**src/rtl/led_bar_pkg.sv**
```systemverilog
// Shared types and helpers for the LED bar monitor.
// Holds bar width, level type, FSM states and thermometer decode helpers.
package led_bar_pkg;

    localparam int WIDTH = 8;

    typedef logic [3:0] level_t;

    typedef enum logic {
        SYNC_WAIT,
        LOCKED
    } state_t;

    // Legal fill is 2^k-1: adding one clears every set bit.
    function automatic logic is_thermo(input logic [WIDTH-1:0] x);
        logic [WIDTH-1:0] xp;
        xp = x + WIDTH'(1);
        return (x & xp) == '0;
    endfunction

    function automatic level_t thermo_level(input logic [WIDTH-1:0] x);
        level_t n;
        n = '0;
        for (int i = 0; i < WIDTH; i++) begin
            n = n + level_t'(x[i]);
        end
        return n;
    endfunction

endpackage

```
**src/rtl/led_bar_monitor_thermo_decode.sv**
```systemverilog
// Combinational thermometer decoder.
// Ports: pat (bar pattern) -> legal (is 2^k-1), level (popcount k).
module thermo_decode
    import led_bar_pkg::*;
(
    input  logic [WIDTH-1:0] pat,
    output logic             legal,
    output level_t           level
);

    assign legal = is_thermo(pat);
    assign level = thermo_level(pat);

endmodule

```
**src/rtl/led_bar_monitor.sv**
```systemverilog
// Receive-side checker for the thermometer LED bar fill sequence.
// Ports: clk, reset (sync, active-low), bar_in, clr_err in;
// level, level_valid, locked, pattern_err, seq_err, timing_err,
// step_count out (all registered).
module led_bar_monitor
    import led_bar_pkg::*;
#(
    parameter int WIDTH      = led_bar_pkg::WIDTH,
    parameter int EXP_PERIOD = 50_000_001,
    parameter int TOL        = 1000,
    parameter int CNT_W      = 27
) (
    input  logic             clk,
    input  logic             reset,
    input  logic [WIDTH-1:0] bar_in,
    input  logic             clr_err,
    output logic [3:0]       level,
    output logic             level_valid,
    output logic             locked,
    output logic             pattern_err,
    output logic             seq_err,
    output logic             timing_err,
    output logic [15:0]      step_count
);

    localparam logic [CNT_W-1:0] GAP_LO  = CNT_W'(EXP_PERIOD - TOL);
    localparam logic [CNT_W-1:0] GAP_HI  = CNT_W'(EXP_PERIOD + TOL);
    localparam logic [CNT_W-1:0] GAP_MAX = CNT_W'(EXP_PERIOD + TOL + 1);

    state_t           state, state_d;
    logic [WIDTH-1:0] bar_q, prev, prev_d;
    logic [CNT_W-1:0] cnt, cnt_d;
    level_t           level_d, nxt, k;
    logic             valid_d, pat_d, seq_d, tim_d;
    logic [15:0]      step_d;
    logic             legal, change, in_lock;

    thermo_decode u_dec (
        .pat   (bar_q),
        .legal (legal),
        .level (k)
    );

    assign change  = bar_q != prev;
    assign in_lock = state == LOCKED;
    // After a full bar the fill restarts at one lit segment.
    assign nxt     = (level == level_t'(8)) ? level_t'(1)
                                            : level + level_t'(1);

    always_ff @(posedge clk) begin
        if (!reset) begin
            state       <= SYNC_WAIT;
            bar_q       <= '0;
            prev        <= '0;
            cnt         <= '0;
            level       <= '0;
            level_valid <= 1'b0;
            locked      <= 1'b0;
            pattern_err <= 1'b0;
            seq_err     <= 1'b0;
            timing_err  <= 1'b0;
            step_count  <= '0;
        end else begin
            state       <= state_d;
            bar_q       <= bar_in;
            prev        <= prev_d;
            cnt         <= cnt_d;
            level       <= level_d;
            level_valid <= valid_d;
            locked      <= state_d == LOCKED;
            pattern_err <= pat_d;
            seq_err     <= seq_d;
            timing_err  <= tim_d;
            step_count  <= step_d;
        end
    end

    always_comb begin
        state_d = state;
        prev_d  = prev;
        level_d = level;
        valid_d = 1'b0;
        step_d  = step_count;
        // New errors below override a simultaneous clear.
        pat_d   = pattern_err & ~clr_err;
        seq_d   = seq_err & ~clr_err;
        tim_d   = timing_err & ~clr_err;
        cnt_d   = (cnt == GAP_MAX) ? cnt : cnt + CNT_W'(1);
        if (change) begin
            prev_d = bar_q;
            cnt_d  = CNT_W'(1);
            if (in_lock && (cnt < GAP_LO || cnt > GAP_HI)) begin
                tim_d = 1'b1;
            end
            unique case (1'b1)
                !legal: begin
                    pat_d   = 1'b1;
                    state_d = SYNC_WAIT;
                end
                legal && !in_lock: begin
                    level_d = k;
                    valid_d = 1'b1;
                    if (bar_q == WIDTH'(1)) begin
                        state_d = LOCKED;
                    end
                end
                legal && in_lock && k == nxt: begin
                    level_d = k;
                    valid_d = 1'b1;
                    step_d  = step_count + 16'd1;
                end
                default: begin
                    level_d = k;
                    valid_d = 1'b1;
                    seq_d   = 1'b1;
                    state_d = SYNC_WAIT;
                end
            endcase
        end else if (in_lock && cnt == GAP_MAX - CNT_W'(1)) begin
            // Counter is about to saturate: the generator has stalled.
            tim_d = 1'b1;
        end
    end

endmodule

```
**config.mk**
```make
export PLATFORM = sky130hd
export DESIGN_NAME = led_bar_monitor
export DESIGN_NICKNAME = d
export VERILOG_FILES = /design/src/rtl/led_bar_pkg.sv /design/src/rtl/led_bar_monitor_thermo_decode.sv /design/src/rtl/led_bar_monitor.sv
export SDC_FILE = /design/constraint.sdc
export NUM_CORES = 1
export LEC_CHECK = 0
export ABC_CLOCK_PERIOD_IN_PS = 4200
export CORE_ASPECT_RATIO = 2
export CORE_MARGIN = 4
export CORE_UTILIZATION = 50
export DETAILED_ROUTE_END_ITERATION = 10
export PLACE_DENSITY_LB_ADDON = 0.05
export SLEW_MARGIN = 10
export SYNTH_ARGS = -nofsm -noshare
export SYNTH_HDL_FRONTEND = slang
export SYNTH_SLANG_ARGS = --single-unit
```
**constraint.sdc**
```tcl
create_clock -name clk -period 4.2 [get_ports clk]
set_input_delay 1.05 -clock clk [delete_from_list [all_inputs] [get_ports clk]]
set_output_delay 1.05 -clock clk [all_outputs]
set_load 0.02 [all_outputs]
```
**Run 1: signal wires by layer**

(4 px per um) Two of the layers only.
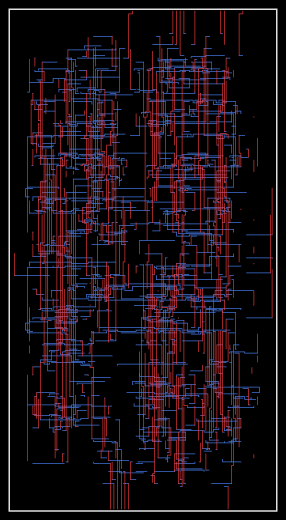
Key: met1 = blue [wire length 2910 um]; met2 = red [wire length 4380 um]
per-cell routed wire length: 14.9 um
wirelength, routed: 7.79 mm
global-route usage over all layers: 20.2%
Vias: 2937

**Run 1: met3 routing**

(4 px per um)
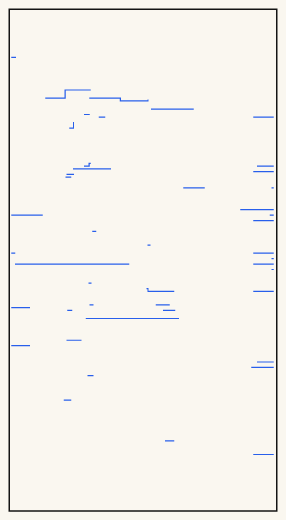
The layer carries 213 um of wire. The wires run mostly horizontal. The longest straight run is 28.3 um. The layer holds 2.7% of the routed length. 33 nets have wire on it.
met3 usage: 3.68%

**Run 1: placed standard cells**

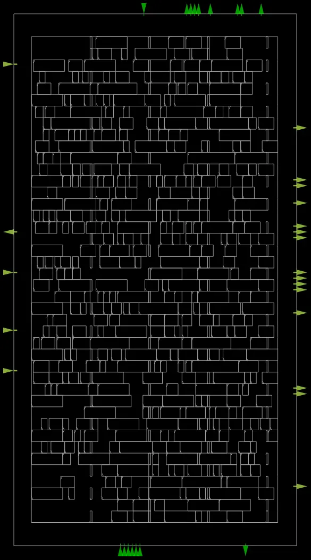
Final Util: 63.3%
core box area: 0.00662 mm^2
# rows: 42
final cell count without fillers: 523

**Run 1: where the registers sit**

(6 px per um)
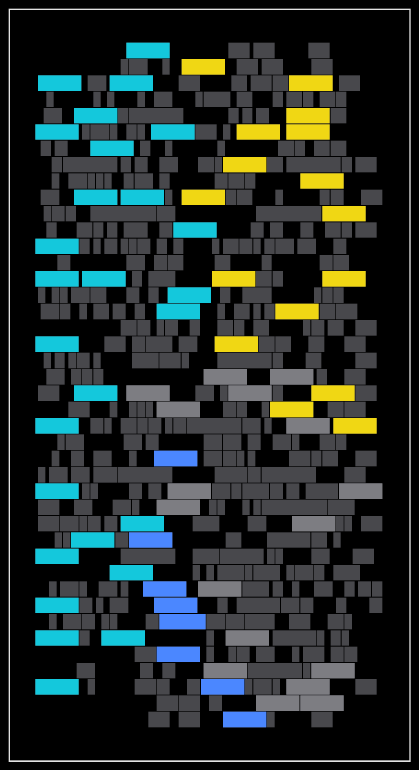
Key: `step_count` = yellow [flops 16]; `cnt` = cyan [flops 27]; `bar_q` = blue [flops 8, where bottom middle]
register area: 0.00136 mm^2
seq pwr: 0.671 mW
Seq/total area: 32.5%

==> results.ini, run 1 <==
[clock_network]
cts-resized-gates = 0
cts_tree = done
path_clk_slew_ns = 0.05
cts_hold_buf = 0
h-tree-depth = 3
cts.sinks = 68

[sta]
report.final.hold_viol_count = 0
rsz0062_at_grt = false
slew_violations = 0
clock_skew_ns = 0.00473
relSlewSlack_pct = 40.1

[die]
io_pins = 36

[yosys]
ys_top_cells_by_area = dfxtp_1 (40%), xor2_1 (6.1%), nor2_1 (5.0%)
syn_inst = 398
syn_nets = 424
synthTopLogicFamily = simple AND/OR/NAND/NOR gates
yosys_area_mm2 = 0.00343
ys_sh_adder_pct = 6.36
synth-main-ff-cell = dfxtp_1
top_area_cell = dfxtp_1
yosys-stat-cells = 398
ys_types = 48
ys_seq_share_pct = 39.7
ys.warnings.count = 0

[place]
gp_congestion = 0.825

[critical_path]
path_common_cell = fa_1
critPathCaptureType = flip-flop
crit_buf_inv = 4
cp-start-kind = flip-flop
max_stage_delay_ns = 0.52
critPathKind = reg2reg
worstPathArrival_ns = 4.26
cp_max_fo = 32
worst_path_max_delay_cell = or4_1
path_depth = 13
cp-endpoint = step_count[14]
rr_endpoint = step_count[14]
crit_start = bar_q[0]

[finish]
diodes = 0
fill_cells = 602
lay_top_count = dfxtp_1
finalNetCount = 456
layout-drive-gt1-share_pct = 5.98

[hold_path]
min_path_cells = 2

[global_route]
grt_busiest_layer = met2
grt_first_pass_wirelength_mm = 13.0
antenna_found_initial = 0

[power_and_ir_drop]
clkPwrFrac_pct = 50.9
power-top-group = the clock network
pwr.group.combinational_mw = 0.171
clock_power_mw = 0.872
p_seq_share_pct = 39.1
vdd_drop_max_mv = 0.292
power.leakage_nw = 1.49

[drt]
drc = 0
dr.pass1.iters = 4
route.antenna.remaining_nets = 0
first_iter_violations = 162
drt-met1-wl_mm = 2.91
wl_met3_um = 212

[run_status]
status = finished clean

[run]
log.warning_count = 31

==> run 1: flip-flops by register name (all words and copies together), names as in the netlist <==
signal	cells
level_valid	1
in_lock	1
timing_err	1
pattern_err	1
prev	8
bar_q	8
step_count	16
seq_err	1
level	4
cnt	27
==> run 1: layout make-up <==
cell class              instances  area share [%]
clock buffers                  12            6.12
clock inverters                 4            2.27
inverters                      18            1.61
multi-input cells             296            46.1
flip-flops and latches         68            32.5
well taps                      88            2.63
repair buffers                 37            8.72
==> run 1: through the flow <==
stage          cell area (um^2)  worst slack (ns)  total power [mW]  std cells
5_1_grt                    4190           0.00391              1.77        523
2_1_floorplan              3430             0.396             0.800        398
4_1_cts                    4190             0.112              1.73        523
3_3_place_gp               3840             0.297             0.847        507
6_report                   4190             0.188              1.71        523
3_5_place_dp               3840             0.135             0.855        507
**Run 1: placement by cell class**

(3 px per um)
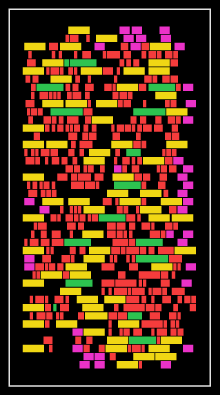

==> run 2, diff against run 1 <==
--- a/config.mk
+++ b/config.mk
@@ -7,7 +7,7 @@
 export LEC_CHECK = 0
 export ABC_CLOCK_PERIOD_IN_PS = 4200
 export CORE_ASPECT_RATIO = 2
-export CORE_MARGIN = 4
+export CORE_MARGIN = 1
 export CORE_UTILIZATION = 50
 export DETAILED_ROUTE_END_ITERATION = 10
 export PLACE_DENSITY_LB_ADDON = 0.05
**Run 2: placement by cell class**

(3 px per um)
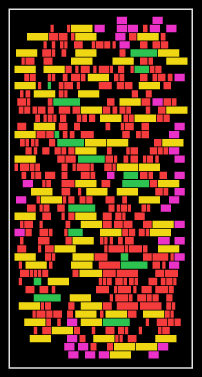
Key: clock drivers and dummy loads = green [cells 16]; all other logic = red [cells 314]; other buffers and delay cells = magenta [cells 37]; flip-flops = yellow [cells 68]
Seq/total area: 33.0%
fin area: 0.00413 mm^2
Final Util: 62.4%

==> results.ini, run 2 <==
[drt]
drt-met1-wl_mm = 3.00  ; +3.3%
first_iter_violations = 217  ; +34%
drt_wl_total_mm = 7.83  ; +0.42%
route.vias.total = 2963  ; +0.89%
dr.pass1.iters = 4  ; unchanged
route.antenna.remaining_nets = 0  ; unchanged
drc = 0  ; unchanged
wl_per_cell_um = 15.0  ; +0.42%

[critical_path]
critPathCaptureType = flip-flop
worstPathArrival_ns = 4.22  ; -0.04 ns
crit_buf_inv = 4  ; unchanged
path_common_cell = fa_1
rr_endpoint = step_count[5]
max_stage_delay_ns = 0.51  ; about the same
cp_max_fo = 32  ; unchanged
cp-start-kind = flip-flop
crit_start = bar_q[0]

[finish]
layout-drive-gt1-share_pct = 5.98  ; unchanged
finalNetCount = 456  ; unchanged
lay_top_count = dfxtp_1
diodes = 0  ; unchanged
fill_cells = 625  ; +3.8%
biggestRegsByFlops = cnt (27), step_count (16)
regMostFlops = cnt

[yosys]
ys_sh_adder_pct = 6.36  ; unchanged
yosys_area_mm2 = 0.00343  ; unchanged
avgSynthCellArea_um2 = 8.61
ys_seq_share_pct = 39.7  ; unchanged
ys.warnings.count = 0  ; unchanged
ys_sh_xor_pct = 8.95
ys_top_cells_by_area = dfxtp_1 (40%), xor2_1 (6.1%), nor2_1 (5.0%)

[clock_network]
cts_hold_buf = 0  ; unchanged
h-tree-depth = 3  ; unchanged
cts_tree = done
cts-resized-gates = 0  ; unchanged

[die]
die_h_um = 119
core_mm2 = 0.00662  ; unchanged
die_area_mm2 = 0.00721
rows = 42  ; unchanged
io_pins = 36  ; unchanged

[place]
gp_congestion = 0.862  ; +4.4%
dp_slack_ns = 0.154  ; +0.0194 ns
placed_cell_area_mm2 = 0.00384  ; unchanged

[power_and_ir_drop]
power.leakage_nw = 1.46  ; -2.2%
p_total_mw = 1.57  ; -8.4%

[run_status]
status = finished clean

[sta]
rsz0062_at_grt = false
slew_violations = 0  ; unchanged
report.final.hold_viol_count = 0  ; unchanged
setup_ws_ns = 0.238  ; +0.0505 ns
clock_skew_ns = 0.0103  ; +0.00552 ns
relSlewSlack_pct = 39.6  ; -0.46 points

[global_route]
gr-usage-met3_pct = 3.26  ; -0.42 points
track_usage_pct = 24.2  ; +4.0 points
grt_first_pass_wirelength_mm = 13.1  ; +0.48%
grt_busiest_layer = met2
antenna_found_initial = 0  ; unchanged

[run]
log.warning_count = 31  ; unchanged

run 2: worst max-delay path by stage:
stage | end | slack, ns | cells after the start
floorplan | step_count[4] | 0.40 | 13
global placement | step_count[13] | 0.30 | 13
detailed placement | step_count[9] | 0.15 | 13
CTS | step_count[5] | 0.14 | 13
global route | step_count[7] | 0.04 | 13
finish | step_count[5] | 0.24 | 13
run 2: report_power, final:
| part | switching, mW | internal (mW) |
|---|---|---|
| logic | 0.106 | 0.0680 |
| registers | 0.0126 | 0.657 |
| clock network | 0.279 | 0.447 |
run 2: final cells by class:
type	count	area (um^2)	area share (%)
repair buffers	37	369	8.93
clock inverters	3	20.0	0.484
well taps	88	110	2.66
flip-flops and latches	68	1360	33.0
inverters	18	67.6	1.63
clock buffers	13	270	6.54
multi-input cells	296	1930	46.8
No activity file was given, so power comes from the tool's default toggle rates.
